**config.mk**
```make
export PLATFORM = sky130hd
export DESIGN_NAME = keypad_fifo_ctrl
export DESIGN_NICKNAME = d
export VERILOG_FILES = /design/src/rtl/kpfifo_pkg.sv /design/src/rtl/kpfifo_entry.sv /design/src/rtl/keypad_fifo_ctrl.sv
export SDC_FILE = /design/constraint.sdc
export NUM_CORES = 1
export LEC_CHECK = 0
export ABC_AREA = 1
export CAP_MARGIN = 15
export CELL_PAD_IN_SITES_DETAIL_PLACEMENT = 1
export CELL_PAD_IN_SITES_GLOBAL_PLACEMENT = 1
export CORE_ASPECT_RATIO = 1.4
export CORE_MARGIN = 8
export CORE_UTILIZATION = 27
export CTS_CLUSTER_DIAMETER = 200
export DETAILED_ROUTE_END_ITERATION = 7
export PLACE_DENSITY = 0.73
export SETUP_SLACK_MARGIN = 0.2
export SYNTH_ARGS = -nofsm -noshare
export SYNTH_HDL_FRONTEND = slang
export SYNTH_SLANG_ARGS = --single-unit
export TNS_END_PERCENT = 1
```
**constraint.sdc**
```tcl
create_clock -name clk -period 1.35 [get_ports clk]
set_clock_uncertainty 0.1 [all_clocks]
set_input_delay 0.2025 -clock clk [delete_from_list [all_inputs] [get_ports clk]]
set_output_delay 0.2025 -clock clk [all_outputs]
set_load 0.1 [all_outputs]
```
**src/rtl/kpfifo_pkg.sv**
```systemverilog
// Shared key codes, FSM states, error codes and entry-accumulator commands
// for the keypad-to-FIFO command controller.
package kpfifo_pkg;

    localparam logic [3:0] KEY_DIGIT_MAX = 4'h9;
    localparam logic [3:0] KEY_PUSH      = 4'hA;
    localparam logic [3:0] KEY_POP       = 4'hB;
    localparam logic [3:0] KEY_CLR       = 4'hC;
    localparam logic [3:0] KEY_FLUSH     = 4'hD;
    localparam logic [3:0] KEY_BS        = 4'hE;

    typedef enum logic [2:0] {
        ST_IDLE,
        ST_PUSH,
        ST_POP_RD,
        ST_POP_CAP,
        ST_FL_RD,
        ST_FL_CAP
    } state_e;

    typedef enum logic [1:0] {
        ERR_NONE       = 2'b00,
        ERR_PUSH_FULL  = 2'b01,
        ERR_POP_EMPTY  = 2'b10,
        ERR_PUSH_NODIG = 2'b11
    } err_code_e;

    typedef enum logic [2:0] {
        ECMD_NONE  = 3'b000,
        ECMD_DIGIT = 3'b001,
        ECMD_BS    = 3'b010,
        ECMD_CLR   = 3'b100
    } entry_cmd_e;

    function automatic logic is_digit(input logic [3:0] key);
        return key <= KEY_DIGIT_MAX;
    endfunction

endpackage

```
**src/rtl/kpfifo_entry.sv**
```systemverilog
// Packed-BCD digit accumulator: shift-in, backspace, clear, saturating count.
module kpfifo_entry
    import kpfifo_pkg::*;
#(
    parameter int DATA_W = 8,
    parameter int CNT_W  = $clog2(DATA_W / 4 + 1)
) (
    input  logic              clk,
    input  logic              reset,
    input  entry_cmd_e        cmd,
    input  logic [3:0]        digit,
    output logic [DATA_W-1:0] entry,
    output logic [CNT_W-1:0]  digit_cnt
);

    localparam int NIB = DATA_W / 4;

    logic [DATA_W-1:0] entry_d, entry_q;
    logic [CNT_W-1:0]  cnt_d, cnt_q;

    always_comb begin
        entry_d = entry_q;
        cnt_d   = cnt_q;
        case (cmd)
            ECMD_DIGIT: begin
                // a full entry drops its MSN on shift; count saturates at NIB
                entry_d = (entry_q << 4) | DATA_W'(digit);
                if (cnt_q < CNT_W'(NIB)) cnt_d = cnt_q + CNT_W'(1);
            end
            ECMD_BS: begin
                entry_d = entry_q >> 4;
                if (cnt_q != '0) cnt_d = cnt_q - CNT_W'(1);
            end
            ECMD_CLR: begin
                entry_d = '0;
                cnt_d   = '0;
            end
            default: ;
        endcase
    end

    always_ff @(posedge clk or posedge reset) begin
        if (reset) begin
            entry_q <= '0;
            cnt_q   <= '0;
        end else begin
            entry_q <= entry_d;
            cnt_q   <= cnt_d;
        end
    end

    assign entry     = entry_q;
    assign digit_cnt = cnt_q;

endmodule

```
**src/rtl/keypad_fifo_ctrl.sv**
```systemverilog
// Keypad command controller driving a synchronous FIFO (push/pop/clear/flush).
// Optional KPFIFO_AUTOPUSH_EN: entry auto-pushes when it reaches NIB digits.
module keypad_fifo_ctrl
    import kpfifo_pkg::*;
#(
    parameter int DATA_W = 8
) (
    input  logic                           clk,
    input  logic                           reset,
    input  logic [3:0]                     key_value,
    input  logic                           key_pressed,
    input  logic                           fifo_full,
    input  logic                           fifo_empty,
    input  logic [DATA_W-1:0]              fifo_rd_data,
    output logic                           fifo_wr_en,
    output logic [DATA_W-1:0]              fifo_wr_data,
    output logic                           fifo_rd_en,
    output logic [DATA_W-1:0]              entry,
    output logic [$clog2(DATA_W/4+1)-1:0]  digit_cnt,
    output logic [DATA_W-1:0]              last_pop,
    output logic                           pop_valid,
    output logic                           busy,
    output logic                           err,
    output logic [1:0]                     err_code
);

    localparam int NIB   = DATA_W / 4;
    localparam int CNT_W = $clog2(NIB + 1);

    state_e            state_d, state_q;
    entry_cmd_e        ecmd;
    logic              err_d, err_q;
    err_code_e         err_code_d, err_code_q;
    logic [DATA_W-1:0] last_pop_d, last_pop_q;
`ifdef KPFIFO_AUTOPUSH_EN
    logic              ap_pend_d, ap_pend_q;
    logic              lock_d, lock_q;
`endif

    kpfifo_entry #(
        .DATA_W (DATA_W),
        .CNT_W  (CNT_W)
    ) u_entry (
        .clk       (clk),
        .reset     (reset),
        .cmd       (ecmd),
        .digit     (key_value),
        .entry     (entry),
        .digit_cnt (digit_cnt)
    );

    always_comb begin
        state_d    = state_q;
        ecmd       = ECMD_NONE;
        err_d      = 1'b0;
        err_code_d = err_code_q;
        last_pop_d = last_pop_q;
        fifo_wr_en = 1'b0;
        fifo_rd_en = 1'b0;
        pop_valid  = 1'b0;
`ifdef KPFIFO_AUTOPUSH_EN
        ap_pend_d  = 1'b0;
        lock_d     = lock_q;
`endif
        case (state_q)
            ST_IDLE: begin
`ifdef KPFIFO_AUTOPUSH_EN
                // the scheduled push owns this cycle; any key here is dropped
                if (ap_pend_q) begin
                    if (fifo_full) begin
                        err_d      = 1'b1;
                        err_code_d = ERR_PUSH_FULL;
                        lock_d     = 1'b1;
                    end else begin
                        state_d = ST_PUSH;
                    end
                end else
`endif
                if (key_pressed) begin
                    if (is_digit(key_value)) begin
`ifdef KPFIFO_AUTOPUSH_EN
                        if (!lock_q) begin
                            ecmd      = ECMD_DIGIT;
                            ap_pend_d = (digit_cnt == CNT_W'(NIB - 1));
                        end
`else
                        ecmd = ECMD_DIGIT;
`endif
                    end else begin
                        case (key_value)
                            KEY_PUSH: begin
                                if (digit_cnt == '0) begin
                                    err_d      = 1'b1;
                                    err_code_d = ERR_PUSH_NODIG;
                                end else if (fifo_full) begin
                                    err_d      = 1'b1;
                                    err_code_d = ERR_PUSH_FULL;
                                end else begin
                                    state_d = ST_PUSH;
                                end
                            end
                            KEY_POP: begin
                                if (fifo_empty) begin
                                    err_d      = 1'b1;
                                    err_code_d = ERR_POP_EMPTY;
                                end else begin
                                    state_d = ST_POP_RD;
                                end
                            end
                            KEY_CLR: begin
                                ecmd = ECMD_CLR;
`ifdef KPFIFO_AUTOPUSH_EN
                                lock_d = 1'b0;
`endif
                            end
                            KEY_FLUSH: if (!fifo_empty) state_d = ST_FL_RD;
                            KEY_BS:    ecmd = ECMD_BS;
                            default:   ;
                        endcase
                    end
                end
            end
            ST_PUSH: begin
                fifo_wr_en = 1'b1;
                ecmd       = ECMD_CLR;
                state_d    = ST_IDLE;
`ifdef KPFIFO_AUTOPUSH_EN
                lock_d     = 1'b0;
`endif
            end
            ST_POP_RD: begin
                fifo_rd_en = 1'b1;
                state_d    = ST_POP_CAP;
            end
            ST_POP_CAP: begin
                pop_valid  = 1'b1;
                last_pop_d = fifo_rd_data;
                state_d    = ST_IDLE;
            end
            ST_FL_RD: begin
                fifo_rd_en = 1'b1;
                state_d    = ST_FL_CAP;
            end
            ST_FL_CAP: begin
                // fifo_empty here already reflects the read just completed
                pop_valid  = 1'b1;
                last_pop_d = fifo_rd_data;
                state_d    = fifo_empty ? ST_IDLE : ST_FL_RD;
            end
            default: state_d = ST_IDLE;
        endcase
    end

    always_ff @(posedge clk or posedge reset) begin
        if (reset) begin
            state_q    <= ST_IDLE;
            err_q      <= 1'b0;
            err_code_q <= ERR_NONE;
            last_pop_q <= '0;
`ifdef KPFIFO_AUTOPUSH_EN
            ap_pend_q  <= 1'b0;
            lock_q     <= 1'b0;
`endif
        end else begin
            state_q    <= state_d;
            err_q      <= err_d;
            err_code_q <= err_code_d;
            last_pop_q <= last_pop_d;
`ifdef KPFIFO_AUTOPUSH_EN
            ap_pend_q  <= ap_pend_d;
            lock_q     <= lock_d;
`endif
        end
    end

    // popped word is shown in the same cycle as its pop_valid pulse
    assign last_pop     = pop_valid ? fifo_rd_data : last_pop_q;
    assign fifo_wr_data = entry;
    assign busy         = (state_q != ST_IDLE);
    assign err          = err_q;
    assign err_code     = err_code_q;

endmodule

```
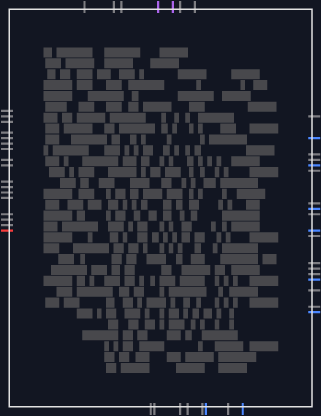
run_1/io_placement.png
Scale: 4 px per µm. Pins as bars across the die edge, other pins in grey.
port	colour	pins	direction	edge
`fifo_wr_data`	blue	8	output	6 right, 2 bottom
`fifo_rd_en`	red	1	output	left
`err_code`	purple	2	output	top
all pins by edge	18 right, 17 left, 8 bottom, 7 top

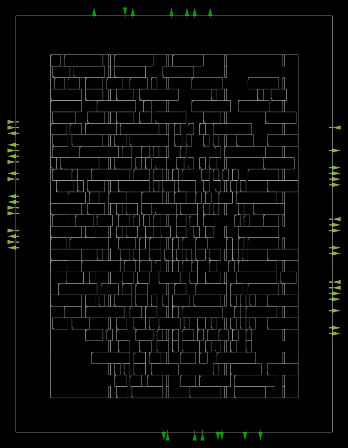
run_1/placement.png
Seq area share: 0.217
Tapcell Cnt: 64
Final Util: 0.583
fillers: 557
Rows: 30

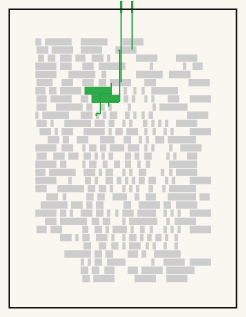
run_1/io_fan.png
Scale: 3 px per µm.
port	colour	direction	edge	end cells	buffers	wire
`err_code`	green	output	top	2	2	73.8 µm
port buffer count: 49
number of top-level pins: 50

==> flow_summary.ini, run 1 <==
; generated from flow reports
[run_status]
status = complete, but fails checks
violations = negative setup slack

[global_route]
grt_most_used_layer = met2
overflow = 0
met1_usage = 0.122

[synth]
post-synth-top-count-cell = nand2_1
post_synth_main_area_contributors = dfrtp_1 45%, nand2_1 23%, inv_1 4.8%, buf_4 4.5%, nor2_1 4.5%
synth_area_per_cell_um2 = 7.34
mux_share = 0

[final_layout]
nets = 287
flops = 24
layout.cells.most_common = nand2_1
syn2layout_area_growth_pct = 111
clkCellAreaFrac = 0.0197
nMultiInputCombCells = 127
final_area_um2 = 2800
comb_area_um2 = 756

[power]
clk-power_mw = 0.514
power.total_mw = 4.39
power_leader = combinational logic

[final_timing]
min_period_ps = 1890
finalSetupTns_ps = -11960
relSlewSlack = 0.819
final_hold_viol_count = 0
fin_ws_ps = -540
hold_ws_ps = 155
finalSetupViolCount = 30

[cts]
h-tree-depth = 1
root_buffer = clkbuf_8
cts_setup_buffers = 16
cts-buffers-inserted = 3
clkSlewWorstSetupHoldPaths_ps = 90
clk_latency_ps = 270

[job]
warnings = 29

[routing]
post-route-drc-count = 0
highest_layer = met4
wirelength_um = 4860
first_pass_iters = 4

[min_path]
hp-class = primary input to async pin

[worst_setup_path]
critical_path_required_ps = 1420

[floorplan]
die_y_um = 99.0
chipWidth_um = 75.3
==> inputs of run 2 (changes only) <==
Settings changed: CAP_MARGIN 15 to 20.
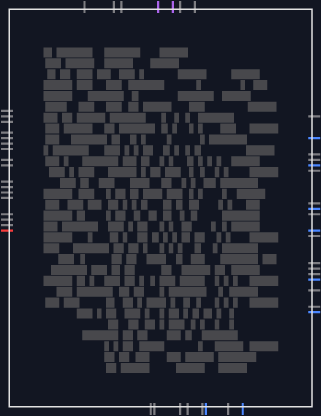
run_2/io_placement.png
Scale: 4 px per µm. Pins as bars across the die edge, other pins in grey.
port	colour	pins	direction	edge
`fifo_wr_data`	blue	8	output	6 right, 2 bottom
`fifo_rd_en`	red	1	output	left
`err_code`	purple	2	output	top

==> run 2 against run 1 <==
Net effect:
- the run still ends with negative setup slack left
- non-clock buffer count unchanged
- maximum frequency unchanged
- synthesized cell count unchanged
- first-iteration DRC count unchanged
- sequential cell count unchanged
- critical path type unchanged
- largest cell class unchanged
==> flow_summary.ini, run 2 <==
; generated from flow reports
[routing]
first_pass_iters = 4
wirelength_um = 4860
post-route-drc-count = 0
highest_layer = met4

[run_status]
status = complete, but fails checks
violations = negative setup slack

[synth]
ys_sh_aoi = 0.0471
top_area_cell = dfrtp_1
ys_seq_share = 0.452
post-synth-top-count-cell = nand2_1
mux_share = 0
post_synth_main_area_contributors = dfrtp_1 45%, nand2_1 23%, inv_1 4.8%, buf_4 4.5%, nor2_1 4.5%
synth_area_per_cell_um2 = 7.34

[power]
clk-power_mw = 0.514
power_leader = combinational logic
power.total_mw = 4.39

[final_timing]
hold_ws_ps = 155
final_hold_viol_count = 0
finalSetupTns_ps = -11960
finalSetupViolCount = 30
fin_ws_ps = -540
min_period_ps = 1890

[placement]
port_buffers = 49
dp_hpwl_um = 3540
placed_cell_area_um2 = 2450

[global_route]
overflow = 0
met1_usage = 0.122
grt_most_used_layer = met2

[final_layout]
syn2layout_area_growth_pct = 111
clkCellAreaFrac = 0.0197
seq-cell-share = 0.217
drive_gt1_frac = 0.498
comb_area_um2 = 756
layout.cells.most_common = nand2_1
flops = 24
nMultiInputCombCells = 127

[cts]
clkSlewWorstSetupHoldPaths_ps = 90
ctsHoldBuffers = 0
cts.sinks = 24
cts_setup_buffers = 16
h-tree-depth = 1
cts-buffers-inserted = 3
clk_latency_ps = 270

[floorplan]
rows = 30
io_pins = 50
taps = 64
die_y_um = 99.0

[worst_setup_path]
critical_path_required_ps = 1420

[job]
warnings = 29

[min_path]
hp-class = primary input to async pin
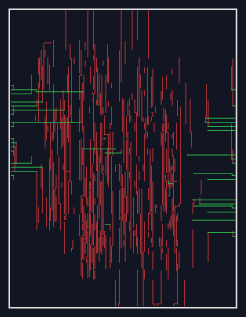
run_2/wires.png
Scale: 3 px per µm. Two of the layers only.
layer	colour	wire length
metal 3	green	297 µm
metal 2	red	2,870 µm

